$ cat config.mk
export PLATFORM = sky130hd
export DESIGN_NAME = icache_direct_mapped
export DESIGN_NICKNAME = d
export VERILOG_FILES = /design/src/rtl/cpu_types_pkg.sv /design/src/rtl/icache_frames.sv /design/src/rtl/icache_direct_mapped.sv
export SDC_FILE = /design/constraint.sdc
export NUM_CORES = 1
export LEC_CHECK = 0
export CAP_MARGIN = 20
export CELL_PAD_IN_SITES_DETAIL_PLACEMENT = 1
export CELL_PAD_IN_SITES_GLOBAL_PLACEMENT = 2
export CORE_ASPECT_RATIO = 1.25
export CORE_UTILIZATION = 33
export CTS_CLUSTER_SIZE = 8
export DETAILED_ROUTE_END_ITERATION = 16
export PLACE_DENSITY_LB_ADDON = 0.1
export SYNTH_ARGS = -nofsm -noshare
export SYNTH_HDL_FRONTEND = slang
export SYNTH_SLANG_ARGS = --single-unit
$ cat constraint.sdc
create_clock -name CLK -period 6.7 [get_ports CLK]
set_input_delay 0.67 -clock CLK [delete_from_list [all_inputs] [get_ports CLK]]
set_output_delay 0.67 -clock CLK [all_outputs]
set_load 0.005 [all_outputs]
$ cat src/rtl/cpu_types_pkg.sv
// Shared CPU types: word type plus the instruction-cache address split and geometry.
package cpu_types_pkg;

    localparam int CPU_WORD_W   = 32;
    localparam int ICACHE_NSETS = 16;
    localparam int ICACHE_IDXW  = $clog2(ICACHE_NSETS);
    localparam int ICACHE_TAGW  = CPU_WORD_W - ICACHE_IDXW - 2;

    typedef logic [CPU_WORD_W-1:0] word_t;

    typedef struct packed {
        logic [ICACHE_TAGW-1:0] tag;
        logic [ICACHE_IDXW-1:0] idx;
        logic [1:0]             bytoff;
    } icachef_t;

endpackage

$ cat src/rtl/icache_frames.sv
// Frame storage for the direct-mapped icache: valid/tag/data arrays with one
// combinational read port, one synchronous write port and a synchronous clear-all.
import cpu_types_pkg::*;

module icache_frames #(
    parameter int NSETS  = ICACHE_NSETS,
    parameter int WORD_W = CPU_WORD_W,
    parameter int IDXW   = $clog2(NSETS),
    parameter int TAGW   = WORD_W - IDXW - 2
) (
    input  logic              clk,
    input  logic              clear,
    input  logic [IDXW-1:0]   rd_idx,
    output logic              rd_valid,
    output logic [TAGW-1:0]   rd_tag,
    output logic [WORD_W-1:0] rd_data,
    input  logic              wr_en,
    input  logic [IDXW-1:0]   wr_idx,
    input  logic [TAGW-1:0]   wr_tag,
    input  logic [WORD_W-1:0] wr_data
);

    logic [NSETS-1:0]  valid;
    logic [TAGW-1:0]   tag_arr  [NSETS];
    logic [WORD_W-1:0] data_arr [NSETS];

    // Clear beats a coinciding write, so a flushed fill leaves its frame invalid.
    always_ff @(posedge clk) begin
        if (clear) begin
            valid <= '0;
        end else if (wr_en) begin
            valid[wr_idx] <= 1'b1;
        end
    end

    always_ff @(posedge clk) begin
        if (wr_en) begin
            tag_arr[wr_idx]  <= wr_tag;
            data_arr[wr_idx] <= wr_data;
        end
    end

    assign rd_valid = valid[rd_idx];
    assign rd_tag   = tag_arr[rd_idx];
    assign rd_data  = data_arr[rd_idx];

endmodule

$ cat src/rtl/icache_direct_mapped.sv
// Direct-mapped, one-word-per-block instruction cache with a two-state miss FSM,
// same-cycle fill bypass and a saturating hit counter.
import cpu_types_pkg::*;

module icache_direct_mapped #(
    parameter int NSETS  = ICACHE_NSETS,
    parameter int WORD_W = CPU_WORD_W
) (
    input  logic              CLK,
    input  logic              RST,
    input  logic              dp_imemREN,
    input  logic [WORD_W-1:0] dp_imemaddr,
    input  logic              dp_flush,
    output logic              dp_ihit,
    output logic [WORD_W-1:0] dp_imemload,
    output logic              mem_iREN,
    output logic [WORD_W-1:0] mem_iaddr,
    input  logic              mem_iwait,
    input  logic [WORD_W-1:0] mem_iload,
    output logic [31:0]       hit_count
);

    localparam int IDXW = $clog2(NSETS);
    localparam int TAGW = WORD_W - IDXW - 2;

    typedef enum logic {IDLE, FETCH} state_t;

    state_t            state;
    logic [WORD_W-1:0] miss_addr;

    logic              rd_valid;
    logic [TAGW-1:0]   rd_tag;
    logic [WORD_W-1:0] rd_data;
    logic              lookup_hit;
    logic              fill_done;
    logic [1:0]        unused_bytoff;

    assign unused_bytoff = dp_imemaddr[1:0];

    icache_frames #(
        .NSETS  (NSETS),
        .WORD_W (WORD_W),
        .IDXW   (IDXW),
        .TAGW   (TAGW)
    ) u_frames (
        .clk      (CLK),
        .clear    (RST | dp_flush),
        .rd_idx   (dp_imemaddr[IDXW+1:2]),
        .rd_valid (rd_valid),
        .rd_tag   (rd_tag),
        .rd_data  (rd_data),
        .wr_en    (fill_done & ~RST),
        .wr_idx   (miss_addr[IDXW+1:2]),
        .wr_tag   (miss_addr[WORD_W-1:IDXW+2]),
        .wr_data  (mem_iload)
    );

    assign lookup_hit = dp_imemREN && rd_valid && (rd_tag == dp_imemaddr[WORD_W-1:IDXW+2]);

    // Bypass during the fill cycle only when the fetch still targets the missed word.
    always_comb begin
        dp_ihit     = 1'b0;
        dp_imemload = '0;
        mem_iREN    = 1'b0;
        mem_iaddr   = '0;
        fill_done   = 1'b0;
        case (state)
            IDLE: begin
                if (lookup_hit) begin
                    dp_ihit     = 1'b1;
                    dp_imemload = rd_data;
                end
            end
            FETCH: begin
                mem_iREN  = 1'b1;
                mem_iaddr = miss_addr;
                if (!mem_iwait) begin
                    fill_done = 1'b1;
                    if (dp_imemREN && (dp_imemaddr[WORD_W-1:2] == miss_addr[WORD_W-1:2])) begin
                        dp_ihit     = 1'b1;
                        dp_imemload = mem_iload;
                    end
                end
            end
            default: ;
        endcase
    end

    always_ff @(posedge CLK) begin
        if (RST) begin
            state     <= IDLE;
            miss_addr <= '0;
        end else begin
            case (state)
                IDLE: begin
                    if (dp_imemREN && !lookup_hit) begin
                        miss_addr <= {dp_imemaddr[WORD_W-1:2], 2'b00};
                        state     <= FETCH;
                    end
                end
                FETCH: begin
                    if (!mem_iwait) begin
                        state <= IDLE;
                    end
                end
                default: state <= IDLE;
            endcase
        end
    end

    always_ff @(posedge CLK) begin
        if (RST || dp_flush) begin
            hit_count <= '0;
        end else if (dp_ihit && (hit_count != 32'hFFFF_FFFF)) begin
            hit_count <= hit_count + 32'd1;
        end
    end

endmodule

Placed standard cells:
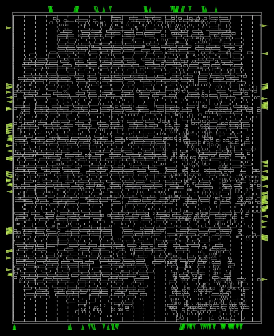
n_taps: 1595
flop share of the area: 60.6%
Cell Count, Final, Fillers Out: 4092
Flop Count: 1007

Nets reached from selected ports:
Drawn at 1 px/um.
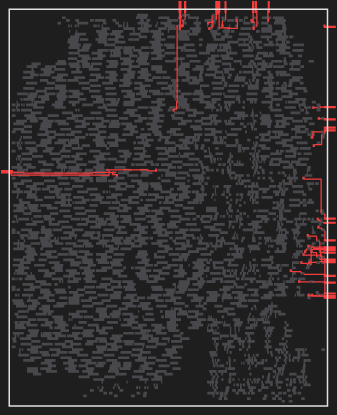
red -> mem_iaddr  # direction output, edge 20 east, 10 north, 2 west, end cells 32, wire 977 um
IO buf count: 162
I/O Pins: 167

==> impl_metrics.json <==
{
  "crit_end": "dp_imemload[9]",
  "synthXorXnorAreaFrac_pct": 1.31,
  "grt_util_met1_pct": 25.4,
  "worst-r2r-setup-slack_ns": 2.81,
  "grt_pass1_wl_um": 173000,
  "pwr-share-seq_pct": 48.8,
  "setup_viol": 0,
  "ys_area_sq_um": 40800,
  "status": "finished clean",
  "grt_pass1_vias": 24000,
  "preCtsSetupSlack_ns": 0.788,
  "final.clkbuf_count": 185,
  "vias": 21700,
  "dp_hpwl_um": 65000,
  "crit_path_cell_trace": "buf_6 -> buf_4 -> mux4_2 -> mux2i_2 -> xnor2_1 -> o21ai_1 -> o2111ai_1 -> nor4_4 -> nand3_2 -> buf_4 -> o21ai_0 -> clkdlybuf4s50_1",
  "ys_seq_elements": 1007,
  "hold_ws_ns": 0.392,
  "antenna_found_initial": 2,
  "clockBufferDepth": 3,
  "yosysMostFrequentCell": "edfxtp_1",
  "largestClassByArea": "sequential cells",
  "worstHoldPathType": "input pin to flop",
  "synthTopCellsByArea": "edfxtp_1 (68%), mux4_2 (13%), dfxtp_1 (3.9%)",
  "top_layer_used": "met5",
  "yosys.area_share.aoi_pct": 2.85,
  "simple_gate_area_share_pct": 5.32,
  "num-nonclk-inverters": 44,
  "cts_root_buf": "clkbuf_16",
  "buf_share_pct": 4.80,
  "p_total_mw": 14.3,
  "cp-end-kind": "output port",
  "track_usage_pct": 19.4,
  "sh_comb_area_pct": 22.0,
  "overflow": 0,
  "dp.cells": 3889,
  "wl_met2_um": 60100,
  "nNetsFinal": 2512,
  "holdBufCountCts": 0,
  "whs_endpoint": "hit_count[28]",
  "crit_path_start": "dp_imemaddr[3]",
  "core_sq_um": 122000,
  "required_ns": 6.03
}
==> power by group through the flow <==
stage          Clock [mW]  Sequential (mW)  Combinational [mW]
3_5_place_dp            0             7.08               0.735
4_1_cts              6.77             6.96               0.738
6_report             6.58             6.96               0.724
2_1_floorplan           0             7.06               0.438
5_1_grt              6.99             6.96               0.779
3_3_place_gp            0             7.08               0.724
==> cells by family after synthesis <==
| logic type | Yosys count |
|---|---|
| AOI/OAI and AO/OA | 169 |
| xor gates and xnor gates | 61 |
| adders and majority gates | 1 |
| buffers and inverters | 167 |
| DFF | 1007 |
| muxes | 372 |
| other | 1 |
| and+or+nand+nor | 411 |
==> sequential cells by signal (all words and copies together) (netlist names) <==
register,flops
u_frames.data_arr,512
u_frames.tag_arr,416
hit_count,32
miss_addr,30
u_frames.valid,16
state,1
Power is estimated from default activity; no workload was simulated.
